$ cat src/rtl/hybrid_log_encoder_pkg.sv
// hybrid_log_encoder_pkg: shared rounding-mode constants and exponent-width helper
package hybrid_log_encoder_pkg;
  localparam int ROUND_TRUNC = 0;
  localparam int ROUND_NEAR  = 1;
  function automatic int clog2(input int v);
    int r;
    r = 0;
    while ((1 << r) < v) r++;
    return r;
  endfunction
endpackage

$ cat src/rtl/hybrid_lod_channel.sv
// hybrid_lod_channel: leading-one detect, mantissa extract and optional round for one magnitude
//   mag  : unsigned magnitude |x|
//   zero : magnitude is zero
//   exp  : index of the most significant 1 (0 when zero)
//   mant : W_MANT bits below the leading one, left-aligned
module hybrid_lod_channel
  import hybrid_log_encoder_pkg::*;
#(
  parameter int W_IN   = 16,
  parameter int W_MANT = 4,
  parameter int ROUND  = ROUND_TRUNC,
  localparam int W_EXP = clog2(W_IN)
) (
  input  logic [W_IN-1:0]   mag,
  output logic              zero,
  output logic [W_EXP-1:0]  exp,
  output logic [W_MANT-1:0] mant
);
  logic [W_EXP-1:0] lead;
  logic [W_MANT:0]  frac;
  logic [W_MANT:0]  sum;
  always_comb begin
    lead = '0;
    for (int i = 0; i < W_IN; i++) lead = mag[i] ? W_EXP'(i) : lead;
    // normalise so the leading one sits at the MSB, then keep mantissa plus the first discarded bit
    frac = (W_MANT+1)'((mag << (W_EXP'(W_IN - 1) - lead)) >> (W_IN - 2 - W_MANT));
    sum  = {1'b0, frac[W_MANT:1]} + ((ROUND == ROUND_NEAR) ? (W_MANT+1)'(frac[0]) : '0);
    zero = ~|mag;
    // a mantissa carry bumps the exponent; at the top exponent it saturates instead
    exp  = !sum[W_MANT] ? lead : (lead == W_EXP'(W_IN - 1)) ? lead : lead + 1'b1;
    mant = !sum[W_MANT] ? sum[W_MANT-1:0] : (lead == W_EXP'(W_IN - 1)) ? '1 : '0;
  end
endmodule

$ cat src/rtl/hybrid_log_encoder.sv
// hybrid_log_encoder: 2-stage valid/ready pipeline converting N_CH signed words to sign/zero/exp/mant
//   clock, resetn (async, active-low)
//   in_valid/in_ready/in_data   : input handshake, channel c at in_data[c*W_IN +: W_IN]
//   out_valid/out_ready         : output handshake
//   out_sign/out_zero/out_exp/out_mant : per-channel encoded fields
module hybrid_log_encoder
  import hybrid_log_encoder_pkg::*;
#(
  parameter int W_IN   = 16,
  parameter int W_MANT = 4,
  parameter int N_CH   = 4,
  parameter int ROUND  = ROUND_TRUNC,
  localparam int W_EXP = clog2(W_IN)
) (
  input  logic                     clock,
  input  logic                     resetn,
  input  logic                     in_valid,
  output logic                     in_ready,
  input  logic [N_CH*W_IN-1:0]     in_data,
  output logic                     out_valid,
  input  logic                     out_ready,
  output logic [N_CH-1:0]          out_sign,
  output logic [N_CH-1:0]          out_zero,
  output logic [N_CH*W_EXP-1:0]    out_exp,
  output logic [N_CH*W_MANT-1:0]   out_mant
);
  logic                   s1_valid_q, s1_valid_d;
  logic [N_CH-1:0]        s1_sign_q, s1_sign_d;
  logic [N_CH*W_IN-1:0]   s1_mag_q, s1_mag_d;
  logic                   out_valid_q, out_valid_d;
  logic [N_CH-1:0]        out_sign_q, out_sign_d;
  logic [N_CH-1:0]        out_zero_q, out_zero_d;
  logic [N_CH*W_EXP-1:0]  out_exp_q, out_exp_d;
  logic [N_CH*W_MANT-1:0] out_mant_q, out_mant_d;
  logic [N_CH-1:0]        lod_zero;
  logic [N_CH*W_EXP-1:0]  lod_exp;
  logic [N_CH*W_MANT-1:0] lod_mant;
  logic                   s1_load, s2_load, load_in, load_out;
  logic [W_IN-1:0]        x;
  for (genvar c = 0; c < N_CH; c++) begin : g_ch
    hybrid_lod_channel #(.W_IN(W_IN), .W_MANT(W_MANT), .ROUND(ROUND)) u_lod (
      .mag  (s1_mag_q[c*W_IN +: W_IN]),
      .zero (lod_zero[c]),
      .exp  (lod_exp[c*W_EXP +: W_EXP]),
      .mant (lod_mant[c*W_MANT +: W_MANT])
    );
  end
  always_comb begin
    s2_load     = !out_valid_q || out_ready;
    s1_load     = !s1_valid_q || s2_load;
    load_in     = s1_load && in_valid;
    load_out    = s2_load && s1_valid_q;
    in_ready    = s1_load;
    s1_valid_d  = s1_load ? in_valid : s1_valid_q;
    out_valid_d = s2_load ? s1_valid_q : out_valid_q;
    x           = '0;
    s1_sign_d   = s1_sign_q;
    s1_mag_d    = s1_mag_q;
    for (int c = 0; c < N_CH; c++) begin
      x = in_data[c*W_IN +: W_IN];
      s1_sign_d[c] = load_in ? x[W_IN-1] : s1_sign_q[c];
      // W_IN-bit unsigned negate maps the most negative value onto 2^(W_IN-1)
      s1_mag_d[c*W_IN +: W_IN] = load_in ? (x[W_IN-1] ? -x : x) : s1_mag_q[c*W_IN +: W_IN];
    end
    out_sign_d = load_out ? s1_sign_q : out_sign_q;
    out_zero_d = load_out ? lod_zero : out_zero_q;
    out_exp_d  = load_out ? lod_exp : out_exp_q;
    out_mant_d = load_out ? lod_mant : out_mant_q;
  end
  always_ff @(posedge clock or negedge resetn) begin
    if (!resetn) begin
      s1_valid_q  <= 1'b0;
      out_valid_q <= 1'b0;
      out_sign_q  <= '0;
      out_zero_q  <= '0;
      out_exp_q   <= '0;
      out_mant_q  <= '0;
    end else begin
      s1_valid_q  <= s1_valid_d;
      out_valid_q <= out_valid_d;
      out_sign_q  <= out_sign_d;
      out_zero_q  <= out_zero_d;
      out_exp_q   <= out_exp_d;
      out_mant_q  <= out_mant_d;
    end
  end
  always_ff @(posedge clock) begin
    s1_sign_q <= s1_sign_d;
    s1_mag_q  <= s1_mag_d;
  end
  assign out_valid = out_valid_q;
  assign out_sign  = out_sign_q;
  assign out_zero  = out_zero_q;
  assign out_exp   = out_exp_q;
  assign out_mant  = out_mant_q;
endmodule

$ cat config.mk
export PLATFORM = sky130hd
export DESIGN_NAME = hybrid_log_encoder
export DESIGN_NICKNAME = d
export VERILOG_FILES = /design/src/rtl/hybrid_log_encoder_pkg.sv /design/src/rtl/hybrid_lod_channel.sv /design/src/rtl/hybrid_log_encoder.sv
export SDC_FILE = /design/constraint.sdc
export NUM_CORES = 1
export LEC_CHECK = 0
export CAP_MARGIN = 0
export CORE_ASPECT_RATIO = 1.75
export CORE_MARGIN = 4
export CORE_UTILIZATION = 50
export DETAILED_ROUTE_END_ITERATION = 8
export PLACE_DENSITY_LB_ADDON = 0.1
export SLEW_MARGIN = 20
export SYNTH_ARGS = -nofsm -noshare
export SYNTH_HDL_FRONTEND = slang
export SYNTH_SLANG_ARGS = --single-unit
$ cat constraint.sdc
create_clock -name clock -period 4.1 [get_ports clock]
set_input_delay 0.41 -clock clock [delete_from_list [all_inputs] [get_ports clock]]
set_output_delay 0.41 -clock clock [all_outputs]
set_load 0.02 [all_outputs]
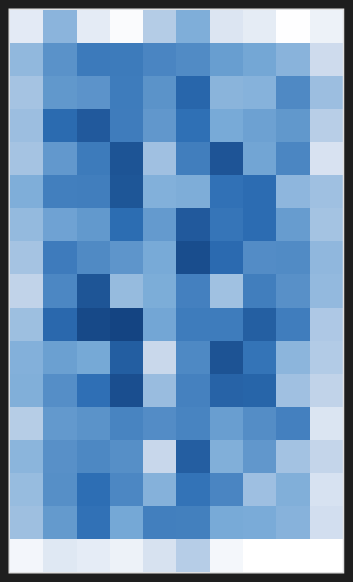
*Local utilization, run 1*
10 x 17 tiles, from white (low) to dark blue (high), 0 to 100% covered.
tiles over 75% full: 14%
nearly empty tiles: 2.4%
emptiest ninth of the die: lower right
densest ninth of the die: centre
fullest tile: 92%
mean over tiles: 52%

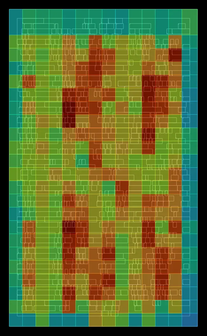
*Routing congestion, run 1*
wire length per cell: 17.81 µm
global router's overall resource usage: 22.73%

==> out/writeup.txt, run 1 <==
The run gives 6.447% for the parity-gate share of the synthesized area counting xor and xnor cells. The number of global-route vias before repair came out at 6,356. With the final number of hold-violating endpoints at 0, the synthesized chip area reported by yosys is 7064 µm². Summing all flip-flop and latch instances after layout gives 3093 µm². Sequential cells make up 35.92% of the cell area. The data arrival time reported for the critical path is 2.86 ns. The smallest clock period supported by the final layout is computed as 2.599 ns. For the later-pin clock latency in the skew report, the log shows 0.34 ns. The horizontal die dimension works out to 97.85 µm. Multi-input logic area: 3722 µm². The flow ran to the end, and the final reports show no timing, DRC or antenna violations. For this design, the CTS-stage hold fixing added 0 buffers.

For the worst hold slack across all endpoints, the log shows 0.06511 ns. Endpoint of the most critical register-to-register path: out_mant[7]. The detailed router reported a total wirelength of 18,470 µm. The design received a total of 177 well taps at floorplan. The flow measured a signed area growth from synthesis to layout of 21.89%. The count of different cell masters after synthesis was 70. The CTS report gives the tree buffer count as 9. The total combinational power is 869 µW. Primary flip-flop cell chosen by synthesis mapping: edfxtp_1.

For this run, the detailed router reports a per-instance via density of 6.014. Per the detail_route log, met3 wirelength is 810 µm. The post-CTS setup buffer count came out at 0. The buffer type at the clock tree root is clkbuf_16.

Internal power summed over all cells: 2225 µW. STA lists the maximum fanout along the critical path as 10. The last element of the critical path was out_mant[7]. Entering global routing, the biggest net connects 43 pins.

For flop-to-flop paths, the worst setup slack is 1.50 ns. For the count of mapped cells out of synthesis, the log shows 755. For reference, simple AND, OR, NAND and NOR cells occupy 18.76% of the area reported after synthesis.

The category of the most critical setup path was flip-flop to flip-flop. Of the total power, the share spent switching nets is 30.51%.
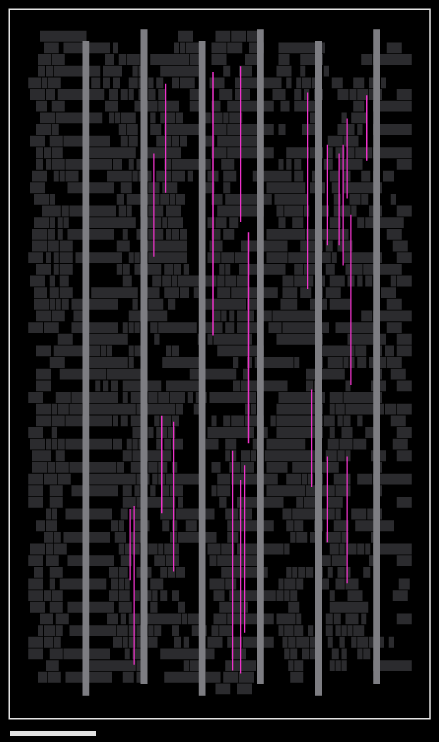
*The metal 4 layer, run 1*
Bar = 20 µm. Supply wires on this layer in grey. Cells faint in the background.
longest straight run: 61.2 µm
share of all routed wire: 3.8%
nets with wire on the layer: 21

## Run 2: what changed since run 1
==> constraint.sdc (replaced) <==
create_clock -name clock -period 2.4 [get_ports clock]
set_input_delay 0.24 -clock clock [delete_from_list [all_inputs] [get_ports clock]]
set_output_delay 0.24 -clock clock [all_outputs]
set_load 0.02 [all_outputs]
==> run 2 against run 1 <==
Effect of this change:
- the flow now finishes with violations (negative setup slack)
- register-to-register slack worse by 1.5 ns
- critical path depth up 3
- largest power group unchanged
- critical endpoint is now out_mant[10]
- fmax up 7.7%
- total power up 72%
==> out/writeup.txt, run 2 <==
The final report lists the setup-violating endpoint count as 3. The switching portion of total power came out at 31.65%. Of the total synthesized cell area, the portion taken by XOR and XNOR cells is 6.447%.

Synthesis produced 755 cells. The category of the most critical setup path was flip-flop to flip-flop. Average cell area after synthesis: 9.357 µm².

In the final layout, the multi-input gates occupy 3819 µm². The run gives 6,591 for the number of global-route vias before repair. TritonCTS built the clock tree. The area taken by sequential standard cells is reported as 3093 µm².

Cells with a size suffix above 1 make up 12.62% of the layout. The worst hold path belongs to the class flip-flop to flip-flop. The detailed router reports a met3 wire length of 828 µm. The placed wire-length estimate was 14,830 µm; the flip-flop and latch share of the layout cell area was 33.64%. Clock tree synthesis selected as its root buffer the cell clkbuf_16. The tightest hold path in the finished design has a slack of 0.4381 ns.

The area fraction in and, or, nand and nor cells after synthesis is 18.76%. The sequential power reported by the tool is 2430 µW. For this run, the chip area from Yosys synthesis comes to 7064 µm². For this block, the routed nets add up to 19,410 µm of wire. Endpoint of the most critical register-to-register path: out_mant[10]. Cell internal power was estimated by the tool at 3757 µW. Measured along the x axis, the die boundary spans 97.85 µm.

The final timing report lists a hold violation count of 0. The combinational power reported by the tool is 1680 µW. Together, buffers and inverters on the worst path number 2.

The worst path in the final design needs a cycle of 2.413 ns, including I/O delays and setup. Per report_power, the combinational group accounts for 30.5% of the total. The layout overhead on the synthesized area works out to 30.15%. The capture point of the critical path was reported as out_mant[10].

The checks that failed: negative setup slack. The setup slack after layout was -0.01296 ns. Setup repair after global routing could not meet its margin everywhere.

The primary flip-flop cell chosen by synthesis mapping is edfxtp_1. The CTS report gives the tree buffer count as 9. For the worst setup path, the data arrival time is 2.64 ns. The run gives 1 for the number of buffers added to fix hold violations after cts. Post-CTS timing repair inserted 2 buffers for setup. The setup check on the worst reg-to-reg path leaves a slack of -0.01 ns. In this run the worst path has a maximum fanout of 6. The maximum number of pins on one net before global-route repair is 69. The share of total power dissipated in the clock network is 25.3%. The flow ran to the end, but the final reports show violations. The flow inserted 177 tap cells.
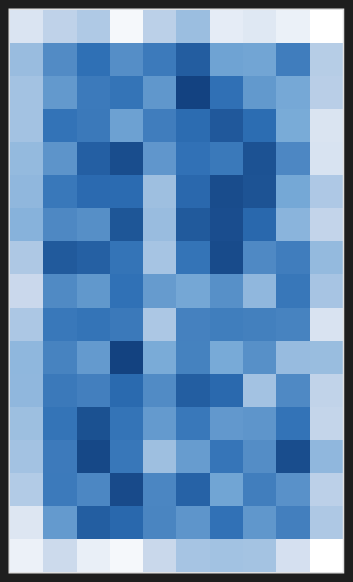
*Local utilization, run 2*
10 x 17 tiles, from white (low) to dark blue (high), 0 to 100% covered.
tiles over 75% full: 18%
fullest tile: 93%
nearly empty tiles: 1.2%
mean over tiles: 56%

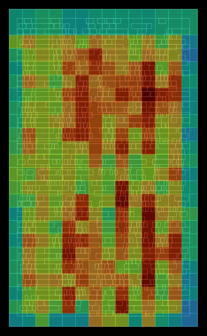
*Routing congestion, run 2*
final core utilization: 66.11%
global router's overall resource usage: 23.36%
met3 demand-to-capacity share in global routing: 3.951%
wire length per cell: 17.58 µm

## Run 3: what changed since run 2
--- a/config.mk
+++ b/config.mk
@@ -11,6 +11,8 @@
 export CORE_UTILIZATION = 50
 export DETAILED_ROUTE_END_ITERATION = 8
 export PLACE_DENSITY_LB_ADDON = 0.1
+export RECOVER_POWER = 25
+export SKIP_CTS_REPAIR_TIMING = 1
 export SLEW_MARGIN = 20
 export SYNTH_ARGS = -nofsm -noshare
 export SYNTH_HDL_FRONTEND = slang
==> constraint.sdc (replaced) <==
create_clock -name clock -period 2.4 [get_ports clock]
set_input_delay 0.36 -clock clock [delete_from_list [all_inputs] [get_ports clock]]
set_output_delay 0.36 -clock clock [all_outputs]
set_load 0.02 [all_outputs]
==> run 3 against run 2 <==
Effect of this change:
- the run now ends clean
- register-to-register slack better by 0.09 ns
- cell count up 0.27%
- via count up 0.36%
- synthesized cell count unchanged
- sequential power about the same
- sequential share of layout area down 0.44 points
- global-route usage down 0.27 points
- critical path type unchanged
- critical endpoint is now out_mant[5]
==> out/writeup.txt, run 3 <==
Per the post-run analysis, buffers plus inverters along the critical path come to 4. TritonCTS built the clock tree. In the detailed route, the total length drawn on met3 is 791 µm. The final critical delay including setup and external delays is 2.326 ns. Entering global routing, the biggest net connects 69 pins. The internal portion of the total power is 4070 µW. The path class of the tightest hold or removal check is input port to asynchronous set/reset pin.

The layout overhead on the synthesized area was 31.88%. The run gives 3093 µm² as the register area. Category of the most critical setup path: flip-flop to flip-flop. The run gives 3831 µm² for the multi-input logic area.

The run gives 14,620 µm for the placed wire-length estimate. The run gives 66.99% for the core occupancy in the finished layout. The area fraction in and, or, nand and nor cells after synthesis came out at 18.76%. Buffer type at the clock tree root: clkbuf_16. According to the Yosys statistics, the synthesized design has a chip area of 7064 µm². The tools report the later-pin clock latency in the skew report as 0.35 ns. Following the worst setup path forward leads to its endpoint at out_mant[5]. Detail-routed via count per cell: 5.870. For the count of different cell masters after synthesis, the log shows 70. At the worst endpoint, the arrival time is 2.55 ns.

The horizontal die dimension reported for this design is 97.85 µm. The run finished with clean final reports. The floorplan report lists the tap cell count as 177. With the fraction of final layout cells with drive strength greater than 1 at 13.23%, the switching portion of total power is 29.86%.
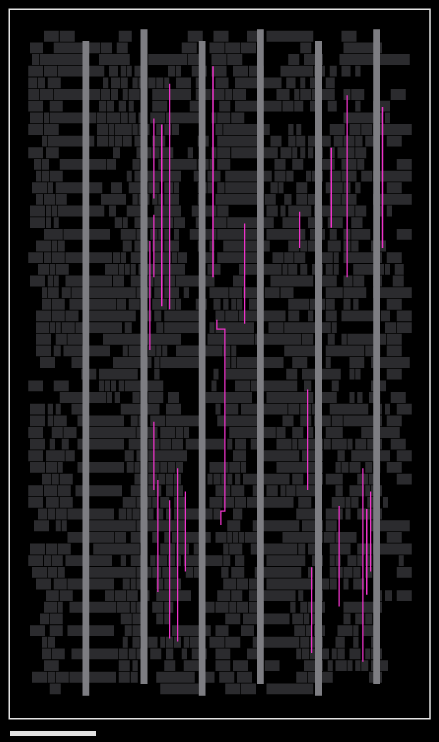
*The metal 4 layer, run 3*
Bar = 20 µm. Supply wires on this layer in grey. Cells faint in the background.
main direction: vertical
longest straight run: 52.4 µm

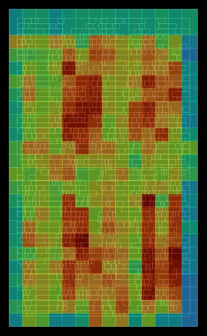
*Routing congestion, run 3*
global router's overall resource usage: 23.09%
met3 demand-to-capacity share in global routing: 3.657%

Power figures rest on the tool's default switching activity, not on a simulated workload.
